**config.mk**
```make
export PLATFORM = sky130hd
export DESIGN_NAME = regfile_writeback_queue_flat
export DESIGN_NICKNAME = d
export VERILOG_FILES = /design/src/rtl/regfile_writeback_queue_if.sv /design/src/rtl/regfile_writeback_queue.sv /design/src/flat_wrapper.sv
export SDC_FILE = /design/constraint.sdc
export NUM_CORES = 1
export LEC_CHECK = 0
export ABC_AREA = 0
export ABC_CLOCK_PERIOD_IN_PS = 5600
export CORE_UTILIZATION = 56
export DETAILED_ROUTE_END_ITERATION = 10
export PLACE_DENSITY = 0.8
export SYNTH_ARGS = -nofsm -noshare
export SYNTH_HDL_FRONTEND = slang
export SYNTH_SLANG_ARGS = --single-unit
```
**constraint.sdc**
```tcl
create_clock -name clk -period 5.6 [get_ports clk]
set_input_delay 1.68 -clock clk [delete_from_list [all_inputs] [get_ports clk]]
set_output_delay 1.68 -clock clk [all_outputs]
set_load 0.1 [all_outputs]
```
**src/rtl/regfile_writeback_queue_if.sv**
```systemverilog
// Writeback queue bus: request side (InValid/InReady/InAddress/InValue),
// register-file side (ReadReq/ReadAddress in; mode/WriteAddress/WriteValue out),
// forwarding results (FwdHit/FwdValue) and occupancy status (Count/Empty).
// master: producer/register-file side driving requests; slave: the queue itself.
interface regfile_writeback_queue_if #(
  parameter int unsigned DEPTH = 4
);
  localparam int unsigned CountW = $clog2(DEPTH) + 1;

  logic              InValid;
  logic              InReady;
  logic [4:0]        InAddress;
  logic [31:0]       InValue;
  logic              ReadReq;
  logic [4:0]        ReadAddress;
  logic              mode;
  logic [4:0]        WriteAddress;
  logic [31:0]       WriteValue;
  logic              FwdHit;
  logic [31:0]       FwdValue;
  logic [CountW-1:0] Count;
  logic              Empty;

  modport master (
    output InValid, InAddress, InValue, ReadReq, ReadAddress,
    input  InReady, mode, WriteAddress, WriteValue, FwdHit, FwdValue, Count, Empty
  );

  modport slave (
    input  InValid, InAddress, InValue, ReadReq, ReadAddress,
    output InReady, mode, WriteAddress, WriteValue, FwdHit, FwdValue, Count, Empty
  );
endinterface

```
**src/rtl/regfile_writeback_queue.sv**
```systemverilog
// Register-file writeback queue: a circular FIFO of DEPTH {address, value}
// entries that drains one entry per cycle into the register file whenever the
// read port is not needed, and forwards the youngest pending value for the
// address currently being read.
// Ports:
//   clk   - single clock, rising edge
//   rst_n - asynchronous active-low reset, clears all state and entries
//   bus   - slave modport: push handshake, register-file write port,
//           forwarding lookup and occupancy status
module regfile_writeback_queue #(
  parameter int unsigned DEPTH = 4
) (
  input logic                      clk,
  input logic                      rst_n,
  regfile_writeback_queue_if.slave bus
);
  localparam int unsigned PtrW   = (DEPTH > 1) ? $clog2(DEPTH) : 1;
  localparam int unsigned CountW = $clog2(DEPTH) + 1;

  logic [PtrW-1:0]   headQ;
  logic [PtrW-1:0]   tailQ;
  logic [CountW-1:0] countQ;
  logic [4:0]        addrQ  [DEPTH];
  logic [31:0]       valueQ [DEPTH];

  logic full;
  logic empty;
  logic push;
  logic pop;

  assign full  = (countQ == CountW'(DEPTH));
  assign empty = (countQ == '0);
  // Acceptance depends only on registered occupancy, never on a same-cycle pop.
  assign push  = bus.InValid && !full;
  assign pop   = !empty && !bus.ReadReq;

  always_ff @(posedge clk or negedge rst_n) begin
    if (!rst_n) begin
      headQ  <= '0;
      tailQ  <= '0;
      countQ <= '0;
      for (int unsigned i = 0; i < DEPTH; i++) begin
        addrQ[i]  <= '0;
        valueQ[i] <= '0;
      end
    end else begin
      if (push) begin
        addrQ[tailQ]  <= bus.InAddress;
        valueQ[tailQ] <= bus.InValue;
        tailQ         <= tailQ + PtrW'(1);
      end
      if (pop) begin
        headQ <= headQ + PtrW'(1);
      end
      countQ <= countQ + CountW'(push) - CountW'(pop);
    end
  end

  // Walk entries oldest to youngest so the last match wins; the head entry is
  // included even while it is being popped.
  logic            fwdHit;
  logic [31:0]     fwdValue;
  logic [PtrW-1:0] idx;

  always_comb begin
    fwdHit   = 1'b0;
    fwdValue = '0;
    idx      = '0;
    for (int unsigned i = 0; i < DEPTH; i++) begin
      idx = headQ + PtrW'(i);
      if ((CountW'(i) < countQ) && (addrQ[idx] == bus.ReadAddress)) begin
        fwdHit   = 1'b1;
        fwdValue = valueQ[idx];
      end
    end
  end

  assign bus.InReady      = !full;
  assign bus.mode         = pop;
  assign bus.WriteAddress = pop ? addrQ[headQ]  : '0;
  assign bus.WriteValue   = pop ? valueQ[headQ] : '0;
  assign bus.FwdHit       = fwdHit;
  assign bus.FwdValue     = fwdValue;
  assign bus.Count        = countQ;
  assign bus.Empty        = empty;
endmodule
```
**src/flat_wrapper.sv**
```systemverilog
// flat-port wrapper written by rule: the top's interface ports become plain ports
module regfile_writeback_queue_flat 
#(
  parameter int unsigned DEPTH = 4
)
  (clk, rst_n, bus_InValid, bus_InAddress, bus_InValue, bus_ReadReq, bus_ReadAddress, bus_InReady, bus_mode, bus_WriteAddress, bus_WriteValue, bus_FwdHit, bus_FwdValue, bus_Count, bus_Empty);
  regfile_writeback_queue_if #(.DEPTH(DEPTH)) bus_i ();
  input logic clk;
  input logic rst_n;
  input wire logic [$bits(bus_i.InValid)-1:0] bus_InValid;
  input wire logic [$bits(bus_i.InAddress)-1:0] bus_InAddress;
  input wire logic [$bits(bus_i.InValue)-1:0] bus_InValue;
  input wire logic [$bits(bus_i.ReadReq)-1:0] bus_ReadReq;
  input wire logic [$bits(bus_i.ReadAddress)-1:0] bus_ReadAddress;
  output wire logic [$bits(bus_i.InReady)-1:0] bus_InReady;
  output wire logic [$bits(bus_i.mode)-1:0] bus_mode;
  output wire logic [$bits(bus_i.WriteAddress)-1:0] bus_WriteAddress;
  output wire logic [$bits(bus_i.WriteValue)-1:0] bus_WriteValue;
  output wire logic [$bits(bus_i.FwdHit)-1:0] bus_FwdHit;
  output wire logic [$bits(bus_i.FwdValue)-1:0] bus_FwdValue;
  output wire logic [$bits(bus_i.Count)-1:0] bus_Count;
  output wire logic [$bits(bus_i.Empty)-1:0] bus_Empty;
  assign bus_i.InValid = bus_InValid;
  assign bus_i.InAddress = bus_InAddress;
  assign bus_i.InValue = bus_InValue;
  assign bus_i.ReadReq = bus_ReadReq;
  assign bus_i.ReadAddress = bus_ReadAddress;
  assign bus_InReady = bus_i.InReady;
  assign bus_mode = bus_i.mode;
  assign bus_WriteAddress = bus_i.WriteAddress;
  assign bus_WriteValue = bus_i.WriteValue;
  assign bus_FwdHit = bus_i.FwdHit;
  assign bus_FwdValue = bus_i.FwdValue;
  assign bus_Count = bus_i.Count;
  assign bus_Empty = bus_i.Empty;
  regfile_writeback_queue #(.DEPTH(DEPTH)) u_core (.clk(clk), .rst_n(rst_n), .bus(bus_i));
endmodule
```
==> images/m1.png <==
Cells faint in the background.
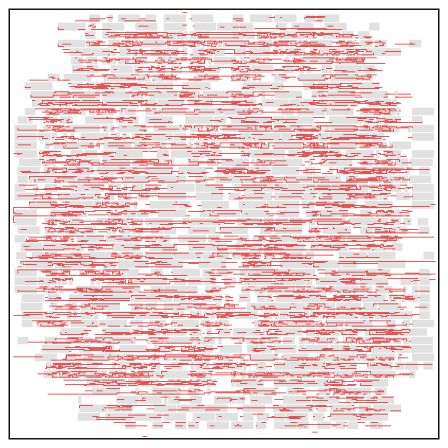
longest straight run: 38.4 um
share of all routed wire: 43%

==> images/m2.png <==
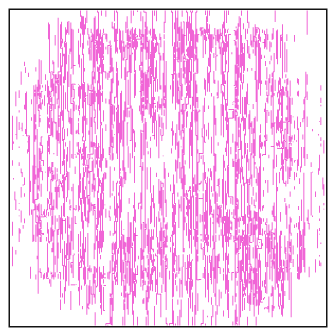
main direction: vertical
longest straight run: 51.3 um
nets with wire on the layer: 997
wire length on this layer: 13000 um
detailed-route via count: 8262
met2 track demand over resource in global routing: 48.43%
aggregate routed wire length: 25950 um

==> images/m3.png <==
Cells faint in the background.
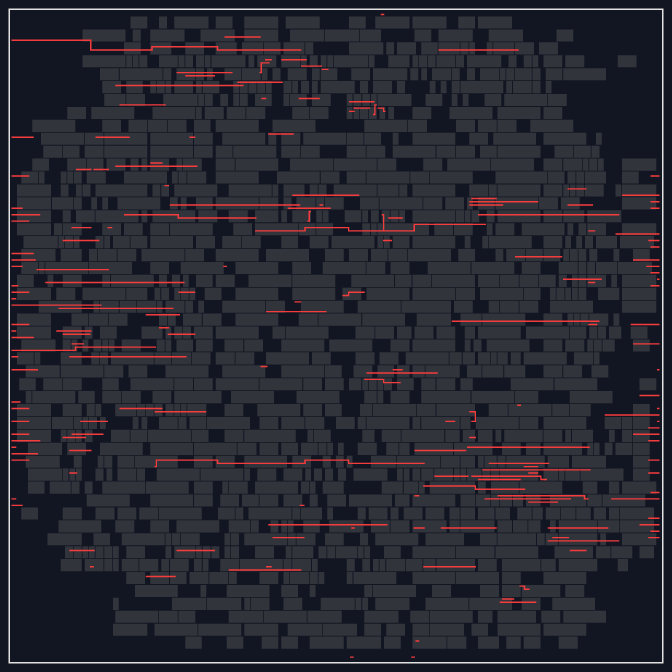
longest straight run: 30.8 um
main direction: horizontal

==> impl_metrics.yaml <==
# generated from flow reports
hold_path:
  path_type_of_the_worst_min_delay_path: "flip-flop to flip-flop"
  min-delay-start: "u_core.valueQ[2]"
floorplan:
  row_count: 49
  initCoreUtil_pct: 57.05
  die_h_um: 137.3
  die.size.x_um: 137.3
  fp.dieArea_um2: 18850
  core-area_um2: 17960
setup_path:
  critical-path-slowest-cell: "nor4_4"
  reg2reg_slack_ns: 3.02
  path_cells: "dlygate4sd2_1, xor2_1, nor4_4, o311ai_4, buf_4, buf_12, o221a_1, o22ai_2, buf_12"
  critPathTopFamily: "buffers and inverters"
  cp_common_cell: "buf_12"
  worstSetupPathDepth: 9
  r2r_end: "u_core.valueQ[15]"
  startpoint: "bus_ReadAddress[2]"
  startpoint_type: "input pin"
  path_max_fanout: 9
  cp_data_arrival_time_ns: 3.81
  worstPathBufferInverterCount: 4
  r2r_start: "u_core.bus.Count[1]"
  depth_of_the_worst_register_to_register_path: 5
  criticalPathCategory: "input pin to output pin"
clocking:
  cts_made_buffers: 17
  post_cts_buffers: 1
  post_cts.resized_instances: 8
  clkSinkCount: 155
  cts-root-to-sink-buffers: 2
  cts_root_buf: "clkbuf_16"
  hold_fix_buffers_at_cts: 0
  htree_num_levels: 4
  worstSkewPairLatency_ns: 0.42
  clkSlewWorstSetupHoldPaths_ns: 0.06
  tritoncts: "yes"
final_layout:
  biggestCellCategory: "logic gates"
  finish.instance_area_um2: 13260
  buffers: 149
  nNonClkInverters: 9
  utilization_pct: 73.80
  n_sequential_cell: 155
  nets: 1137
  n_clock_buffer: 21
  seq_area_share_pct: 29.31
  mi_logic_area_um2: 6233
  post_route_cells_drive_above_1_share_pct: 19.32
  area_share_nonclk_buffers_pct: 16.62
  fillers: 1197
  most_common_library_cell_in_the_layout_ignoring_fill_and_taps: "mux2_1"
  largest-register: "u_core.valueQ"
synthesis:
  yosys.stat.chipArea_um2: 10250
  synth-xor-area-share_pct: 2.051
  synth_async_sr_flop_share_pct: 100.0
  top_cell_area_share_pct: 37.85
  seq_area_frac_synth_pct: 37.85
  yosys.cell_count.top_type: "mux2_1"
  yosys.cell_types.count: 34
  synth_stat.cells: 1000
  yosys.area_share.adder_pct: 1.172
  postSynthCellCount: 1000
  yosys.area_share.aoi_pct: 13.59
  synth.cell_area_um2: 10250
  synth.comb.largest_family: "multiplexers"
  synthesis.yosys.warnings: 0
  dominantRegCellSynth: "dfrtp_1"
  ys_top_cells_by_area: "dfrtp_1 38%, mux2_1 22%, mux2i_1 6.4%, nor2_1 4.7%, a21oi_1 4.7%"
final_timing:
  setup-tns-final_ns: 0
  timing.hold.ws_ns: 0.5091
  fmax_ghz: 0.1821
  finalCritPeriodShare_pct: 98.07
  slew_of_the_pin_with_the_lowest_slew_margin_ns: 1.184
  finalSetupViolations: 0
  hold_viol_final: 0
  setup_repair_after_global_routing_missed_its_margin: "false"
run_status:
  outcome: "finished, final reports clean"
detailed_routing:
  first_iter_violations: 571
  met2WireLength_um: 13020
  post_drt_wl_per_cell_um: 19.65
  routedLengthMet1_um: 11150
  via_density_per_instance: 6.254
  drtAntennaViolNets: 0
global_routing:
  globalRouteMet1Util_pct: 38.09
  antenna_found_initial: 0
  grt_start_max_net_pins: 126
  first_pass_grt_wire_length_um: 42240
placement:
  postPlaceCellArea_um2: 12570
  dpl.hpwl_um: 16170
  buffer_ports.inserted: 121
  gp_routability_congestion: 0.8207
  post-place-ws_ns: -0.008684
job:
  drv.max_cap_violation_count: 0
==> images/m4.png <==
Bar = 50 um. Cells faint in the background.
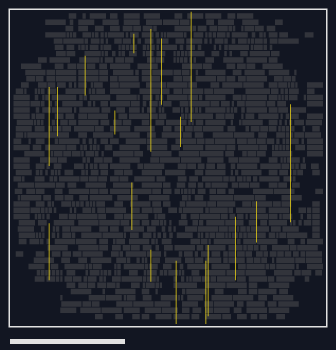
share of all routed wire: 1.8%
nets with wire on the layer: 15
main direction: vertical
wire length on this layer: 472 um
longest straight run: 53.0 um

==> images/congestion_map.png <==
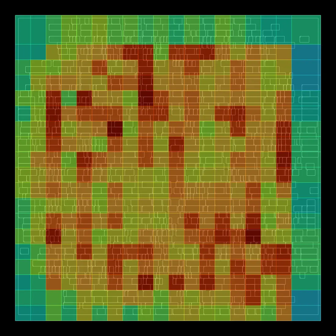
met3 Track Usage GR: 5.077%
GR peak layer: met2

